===== src/rtl/multi_door_alarm_pkg.sv =====
// Shared definitions for the multi-door alarm block.
//   door_state_e : per-channel FSM state (IDLE, PENDING, ALARM)
//   COUNT_W      : width of the alarm_count output (8)
//   COUNT_MAX    : saturation value of alarm_count
//   sat_add      : saturating add used by the optional alarm event counter
// Optional feature macro: DOOR_ALARM_COUNT_EN (alarm event counter).
package multi_door_alarm_pkg;

    typedef enum logic [1:0] {
        ST_IDLE    = 2'd0,
        ST_PENDING = 2'd1,
        ST_ALARM   = 2'd2
    } door_state_e;

    localparam int COUNT_W = 8;
    localparam logic [COUNT_W-1:0] COUNT_MAX = 8'hFF;

    // Add up to 16 new events to the running count, clamping at COUNT_MAX.
    // The extra sum bit flags overflow because 255 + 16 fits in 9 bits.
    function automatic logic [COUNT_W-1:0] sat_add(input logic [COUNT_W-1:0] cur,
                                                   input logic [4:0]         inc);
        logic [COUNT_W:0] sum;
        sum = {1'b0, cur} + {4'b0000, inc};
        if (sum[COUNT_W]) begin
            return COUNT_MAX;
        end else begin
            return sum[COUNT_W-1:0];
        end
    endfunction

endpackage


===== src/rtl/door_channel.sv =====
// One door channel: sensor debouncer plus IDLE/PENDING/ALARM FSM.
// Ports:
//   clk, rst_n  : clock, asynchronous active-low reset
//   sensor      : raw contact (1 = open)
//   locked      : arm bit for this door
//   alarm_ack   : acknowledge pulse (clears alarm only while door closed)
//   alarm       : registered, 1 while in ALARM
//   pending     : registered, 1 while in PENDING
//   alarm_next  : value alarm will take on the next edge (lets the top
//                 register any_alarm and count entries on the same edge)
module door_channel
    import multi_door_alarm_pkg::*;
#(
    parameter int DEBOUNCE_CYCLES = 3,
    parameter int ENTRY_DELAY     = 10
) (
    input  logic clk,
    input  logic rst_n,
    input  logic sensor,
    input  logic locked,
    input  logic alarm_ack,
    output logic alarm,
    output logic pending,
    output logic alarm_next
);

    localparam logic [7:0]  DB_LIM   = 8'(DEBOUNCE_CYCLES);
    localparam logic [15:0] DLY_LOAD = 16'(ENTRY_DELAY);

    logic        deb_r;
    logic [7:0]  db_cnt_r;
    door_state_e state_r;
    door_state_e state_s;
    logic [15:0] dly_r;
    logic [15:0] dly_s;
    logic        alarm_r;
    logic        pending_r;
    logic        alarm_s;
    logic        pending_s;

    // Debouncer: adopt the raw value after DB_LIM consecutive mismatching samples.
    always_ff @(posedge clk or negedge rst_n) begin
        if (!rst_n) begin
            deb_r    <= 1'b0;
            db_cnt_r <= 8'd0;
        end else if (sensor != deb_r) begin
            if ((db_cnt_r + 8'd1) >= DB_LIM) begin
                deb_r    <= sensor;
                db_cnt_r <= 8'd0;
            end else begin
                deb_r    <= deb_r;
                db_cnt_r <= db_cnt_r + 8'd1;
            end
        end else begin
            deb_r    <= deb_r;
            db_cnt_r <= 8'd0;
        end
    end

    // FSM state, delay counter and registered outputs.
    always_ff @(posedge clk or negedge rst_n) begin
        if (!rst_n) begin
            state_r   <= ST_IDLE;
            dly_r     <= 16'd0;
            alarm_r   <= 1'b0;
            pending_r <= 1'b0;
        end else begin
            state_r   <= state_s;
            dly_r     <= dly_s;
            alarm_r   <= alarm_s;
            pending_r <= pending_s;
        end
    end

    // Next-state logic. In PENDING, dly_r holds the cycles still to wait;
    // reaching the last one moves to ALARM so alarm rises exactly
    // ENTRY_DELAY edges after pending. Disarm/close are checked before
    // expiry, and alarm_ack is not looked at in PENDING at all.
    always_comb begin
        state_s = state_r;
        dly_s   = dly_r;
        case (state_r)
            ST_IDLE: begin
                if (deb_r && locked) begin
                    if (DLY_LOAD == 16'd0) begin
                        state_s = ST_ALARM;
                    end else begin
                        state_s = ST_PENDING;
                        dly_s   = DLY_LOAD;
                    end
                end else begin
                    state_s = ST_IDLE;
                end
            end
            ST_PENDING: begin
                if (!locked || !deb_r) begin
                    state_s = ST_IDLE;
                    dly_s   = 16'd0;
                end else if (dly_r <= 16'd1) begin
                    state_s = ST_ALARM;
                    dly_s   = 16'd0;
                end else begin
                    dly_s   = dly_r - 16'd1;
                end
            end
            ST_ALARM: begin
                if (alarm_ack && !deb_r) begin
                    state_s = ST_IDLE;
                end else begin
                    state_s = ST_ALARM;
                end
            end
            default: begin
                state_s = ST_IDLE;
                dly_s   = 16'd0;
            end
        endcase
    end

    // Output decode from the next state; registered in the block above.
    always_comb begin
        alarm_s   = (state_s == ST_ALARM);
        pending_s = (state_s == ST_PENDING);
    end

    assign alarm      = alarm_r;
    assign pending    = pending_r;
    assign alarm_next = alarm_s;

endmodule


===== src/rtl/multi_door_alarm.sv =====
// Multi-door alarm controller: N_DOORS independent door_channel instances
// plus the aggregate any_alarm flag and optional alarm event counter.
// Ports:
//   clk, rst_n       : clock, asynchronous active-low reset
//   magnetic_sensor  : raw door contacts (1 = open)
//   locked           : per-door arm bits
//   alarm_ack        : acknowledge pulse
//   alarm, pending   : per-door registered status
//   any_alarm        : registered OR of alarm bits
//   alarm_count      : saturating count of ALARM entries
// Macro DOOR_ALARM_COUNT_EN enables the counter; otherwise alarm_count is 0.
module multi_door_alarm
    import multi_door_alarm_pkg::*;
#(
    parameter int N_DOORS         = 4,
    parameter int DEBOUNCE_CYCLES = 3,
    parameter int ENTRY_DELAY     = 10
) (
    input  logic               clk,
    input  logic               rst_n,
    input  logic [N_DOORS-1:0] magnetic_sensor,
    input  logic [N_DOORS-1:0] locked,
    input  logic               alarm_ack,
    output logic [N_DOORS-1:0] alarm,
    output logic [N_DOORS-1:0] pending,
    output logic               any_alarm,
    output logic [COUNT_W-1:0] alarm_count
);

    logic [N_DOORS-1:0] alarm_next_s;
    logic               any_alarm_r;

    for (genvar g = 0; g < N_DOORS; g++) begin : g_door
        door_channel #(
            .DEBOUNCE_CYCLES(DEBOUNCE_CYCLES),
            .ENTRY_DELAY    (ENTRY_DELAY)
        ) u_chan (
            .clk       (clk),
            .rst_n     (rst_n),
            .sensor    (magnetic_sensor[g]),
            .locked    (locked[g]),
            .alarm_ack (alarm_ack),
            .alarm     (alarm[g]),
            .pending   (pending[g]),
            .alarm_next(alarm_next_s[g])
        );
    end

    // any_alarm is built from next-state alarm bits so it rises with them.
    always_ff @(posedge clk or negedge rst_n) begin
        if (!rst_n) begin
            any_alarm_r <= 1'b0;
        end else begin
            any_alarm_r <= |alarm_next_s;
        end
    end

    assign any_alarm = any_alarm_r;

`ifdef DOOR_ALARM_COUNT_EN
    logic [N_DOORS-1:0] entering_s;
    logic [4:0]         inc_s;
    logic [COUNT_W-1:0] count_r;

    // Count channels moving into ALARM on the coming edge.
    always_comb begin
        entering_s = alarm_next_s & ~alarm;
        inc_s      = 5'd0;
        for (int i = 0; i < N_DOORS; i++) begin
            inc_s = inc_s + {4'b0000, entering_s[i]};
        end
    end

    // Saturating event counter, cleared only by reset.
    always_ff @(posedge clk or negedge rst_n) begin
        if (!rst_n) begin
            count_r <= 8'd0;
        end else begin
            count_r <= sat_add(count_r, inc_s);
        end
    end

    assign alarm_count = count_r;
`else
    assign alarm_count = 8'd0;
`endif

endmodule


===== config.mk =====
export PLATFORM = sky130hd
export DESIGN_NAME = multi_door_alarm
export DESIGN_NICKNAME = d
export VERILOG_FILES = /design/src/rtl/multi_door_alarm_pkg.sv /design/src/rtl/door_channel.sv /design/src/rtl/multi_door_alarm.sv
export SDC_FILE = /design/constraint.sdc
export NUM_CORES = 1
export LEC_CHECK = 0
export ABC_CLOCK_PERIOD_IN_PS = 4200
export CORE_ASPECT_RATIO = 1.75
export CORE_MARGIN = 2
export CORE_UTILIZATION = 33
export DETAILED_ROUTE_END_ITERATION = 7
export HOLD_SLACK_MARGIN = 0.03
export PLACE_DENSITY_LB_ADDON = 0.08
export SYNTH_ARGS = -nofsm -noshare
export SYNTH_HDL_FRONTEND = slang
export SYNTH_SLANG_ARGS = --single-unit

===== constraint.sdc =====
create_clock -name clk -period 4.2 [get_ports clk]
set_input_delay 0.63 -clock clk [delete_from_list [all_inputs] [get_ports clk]]
set_output_delay 0.63 -clock clk [all_outputs]
set_load 0.05 [all_outputs]

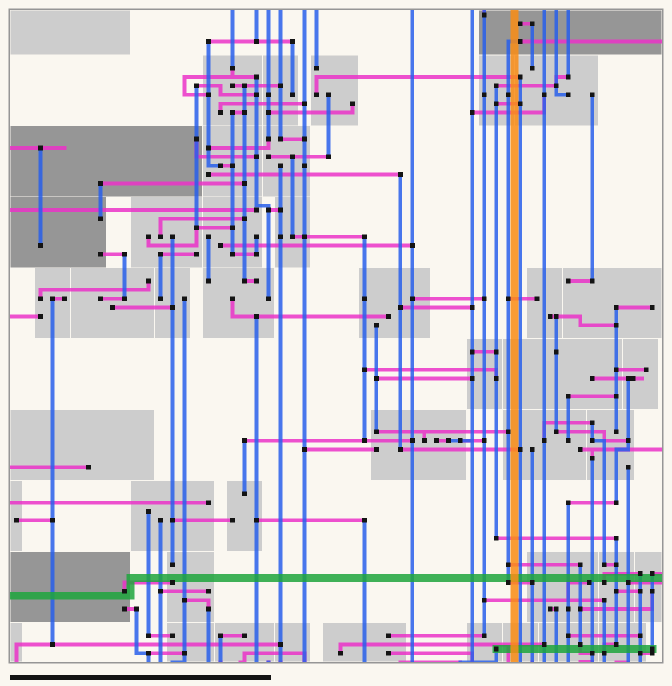
*Layout detail, run 1*
Scale bar: 10 µm. Window x 40 to 65, y 42 to 67 µm. Cells in grey, sequential cells in the stronger grey; small squares are vias.
magenta -> metal 1
blue -> metal 2
green -> metal 3
orange -> metal 4
sequential cells in the window = 3
most frequent = nor2_1 (9)
cells with their middle in the window = 42
netlist names of flops here include = g_door.u_chan.dly_r (3)

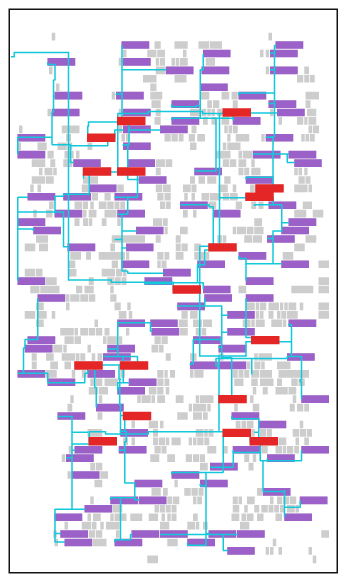
*Routed clock nets over the placement, run 1*
purple -> flip-flops  # count 117
cyan -> clock wires  # length 1730 µm
red -> clock drivers  # count 17
routed clock nets = 18
flops lie = widely spread

==> CHANGELOG.md, run 1 <==
### Physical design

- Share of layout cells above drive strength 1: 8.71%
- Final GP Congestion: 0.786
- Yosys stat chip area: 5930 µm²
- Clk sink count: 117
- Clock transition at path regs: 0.06 ns
- Max-area cell share: 49.4%
- VDD IR max: 0.264 mV
- Worst Path Arrival: 2.71 ns
- Power Total: 3.76 mW
- P_int: 2.49 mW
- Final setup violation count: 0
- Leak Pwr: 3.02 nW
- Number of flip-flops in the largest register: 64
- CP endpoint: g_door[3].u_chan.dly_r[12]
- M2 GR Usage: 26.3%
- Placed Area: 6330 µm²
- CP Buf/Inv Count: 1
- Post-cts sizing count: 0
- Setup ws final: 1.82 ns
- Final antenna-violating net count: 0
- Sequential fraction of design power: 39.8%
- Count leader, synth: dfrtp_1
- CTS max path bufs: 2
- Adder Area Share: 3.38%
- Die Size: 19100 µm²
- Power Clock: 1.35 mW
- P&R area growth vs syn: 16.2%
- Yosys xor share: 1.63%
- Non-clock inverters: 18
- Worst Clk Skew: 0.0103 ns
- Mapped Cells: 591
- Hold Fails Final Rpt: 0
- Finished Core Util: 39.3%
- # Cells Yosys: 591
- Final #Nets: 657
- Max Clk Rate: 419 MHz
- Reg-to-reg critical path endpoint: g_door[1].u_chan.dly_r[13]
- Async SR Flop Fraction: 100%
- Crit path from: locked[3]
- Cell mode on critical path: a31oi_1
- Slowest stage cell, crit path: a31oi_1
- Clk_lat worst skew: 0.41 ns
- Placed instance count: 842
- Die W: 105 µm
- Post-layout min period: 2.38 ns
- Worst Max-Slew Pin Slew: 0.881 ns
- Sequential group power: 1.50 mW
- Largest net degree at the start of global routing: 67
- Largest area class, layout: flip-flops and latches
- WL met3: 314 µm
- Crit-path cells: clkdlybuf4s50_1, and3b_1, nand2_1, a31oi_1, o21ai_0, a31oi_1
- Tcrit/Tclk final: 56.8%
- I/O pin count: 28
- Wire length on met2: 6.99 mm
- GRT overflow: 0
- Outcome: completed
- P_sw: 1.27 mW
- CP Depth: 6
- Average wire per standard cell: 14.8 µm
- Plain + repair buffers: 21
- Port Buffers: 19
- Top Consumer: sequential cells
- Non-clock buffers, area share: 3.12%
- HPWL after detailed placement: 9.13 mm
- Switching Share: 33.7%
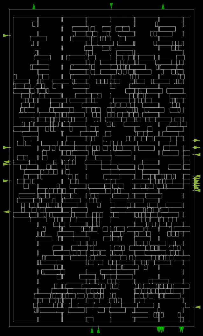
*Cell placement, run 1*
sequential share of cell area: 42.5%
fillers: 1772
Core Rows: 64

## Run 2: what changed since run 1
Settings changed: ABC_CLOCK_PERIOD_IN_PS 4200 to 2200.
Clock period 4.2 ns to 2.2 ns, I/O delays scaled along.
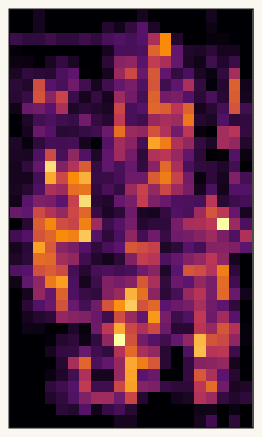
*Wire density map, run 2*
The die is cut into 21 by 36 equal tiles; black is low, pale yellow is high, scaled to the fullest tile. Values are wire area over tile area, all layers added.
tiles over half the peak = 15%
nearly empty tiles = 17%
fullest tile = 0.44
mean over tiles = 0.11

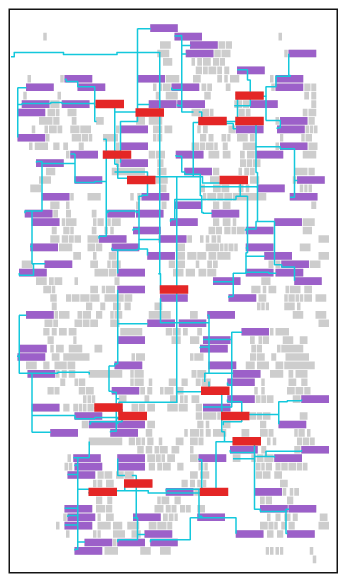
*Routed clock nets over the placement, run 2*
cyan -> clock wires  # length 1790 µm
purple -> flip-flops  # count 117
red -> clock drivers  # count 17
flops lie = widely spread
routed clock nets = 18

==> run 2 against run 1 <==
Against the previous run: clock power up 120%; sequential power up 89%; first-iteration DRC count down 22%; design area up 7.0%; sequential share of layout area down 2.8 points; critical endpoint is now any_alarm; clock-buffer cell count down 4; critical path type is now reg2reg; register-to-register slack worse by 1.8 ns; core utilization up 2.7 points; worst hold slack better by 0.13 ns; sequential cell count unchanged.
==> CHANGELOG.md, run 2 <==
### Physical design

- DR vias/cell: 5.13
- # Cells Yosys: 591
- Final setup violation count: 0
- Yosys stat chip area: 5930 µm²
- Post-layout min period: 2.12 ns
- Plain + repair buffers: 68
- Final GP Congestion: 0.830
- Non-clock buffers, area share: 8.08%
- Total number of vias: 4721
- M2 GR Usage: 28.2%
- Reg2Reg Depth: 6
- Worst Clk Skew: 0.0110 ns
- Placed instance count: 886
- TritonCTS buffer count: 17
- Flop area: 2930 µm²
- DR top layer: met4
- Largest net degree at the start of global routing: 38
- Setup WS pre-CTS: 0.0865 ns
- Crit-path cells: inv_1, ha_1, o21a_1, and3_1, a31o_4, or4_1
- WL met3: 325 µm
- R2R Setup Slk: 0.08 ns
- Logic area: 2850 µm²
- Die Size: 19100 µm²
- P_int: 5.34 mW
- Sequential share of cell area: 39.7%
- Hold Fails Final Rpt: 0
- Outcome: completed
- Leak Pwr: 3.28 nW
- Sequential fraction of design power: 35.6%
- Crit path from: g_door[3].u_chan.dly_r[0]
- Max-slew headroom: 64.3%
- Sequential group power: 2.83 mW
- Number of flip-flops in the largest register: 64
- Synth cell count leaders: 117 x dfrtp_1, 56 x nor2_1, 41 x a21oi_1, 33 x a31oi_1, 33 x nand2_1
- CP endpoint: any_alarm
- Initial Utilization: 33.8%
- Crit path DRT: 2.48 ns
- Final #Nets: 704
- Post-cts sizing count: 0
- Count leader, synth: dfrtp_1
- Power Clock: 2.98 mW
- Core Rows: 64
- Worst Path Arrival: 2.39 ns
- Final antenna-violating net count: 0
- Min Hold Slack: 0.387 ns
- Largest area class, layout: flip-flops and latches
- Non-clock inverters: 18
- Async SR Flop Fraction: 100%
- Setup ws final: 0.0834 ns
- I/O pin count: 28
- Worst Max-Slew Pin Slew: 0.531 ns
- Reg-to-reg critical path endpoint: any_alarm
- VDD IR max: 0.534 mV
- Placed Area: 6690 µm²
- Adder Area Share: 3.38%
- Final Max Tran Viols: 0
- GRT overflow: 0
- Wire length on met2: 7.37 mm
- Fillers: 1677
- Combinational gate power: 2.14 mW
- Clk sink count: 117
- Port Buffers: 19
- Post-synth seq share: 49.4%
- HPWL after detailed placement: 9.92 mm
- Max Clk Rate: 472 MHz
- Yosys xor share: 1.63%
- Power Total: 7.95 mW
- CP Buf/Inv Count: 1
- CTS max path bufs: 2
- Average wire per standard cell: 14.7 µm
- P_sw: 2.61 mW
- Tcrit/Tclk final: 96.2%
- Switching Share: 32.8%
- CP Depth: 6
- Top Consumer: clock
- Max-area cell share: 49.4%
- Die W: 105 µm
- Commonest Layout Cell: dfrtp_1
- Clock transition at path regs: 0.06 ns
- Finished Core Util: 42.0%
- Htree depth: 4
- Mapped Cells: 591
- Slowest stage cell, crit path: or4_1
- Share of layout cells above drive strength 1: 15.2%
- Clk_lat worst skew: 0.41 ns
- P&R area growth vs syn: 24.3%
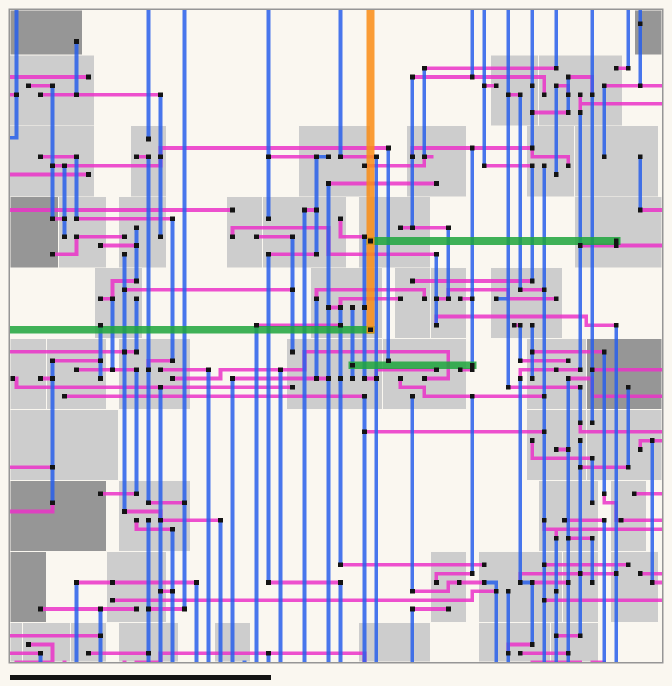
*Layout detail, run 2*
Scale bar: 10 µm. Window x 40 to 65, y 42 to 67 µm. Cells in grey, sequential cells in the stronger grey; small squares are vias.
blue -> metal 2
orange -> metal 4
magenta -> metal 1
green -> metal 3
most frequent = nor2_1 (6)
sequential cells in the window = 0
cells with their middle in the window = 42

Power is estimated from default activity; no workload was simulated.
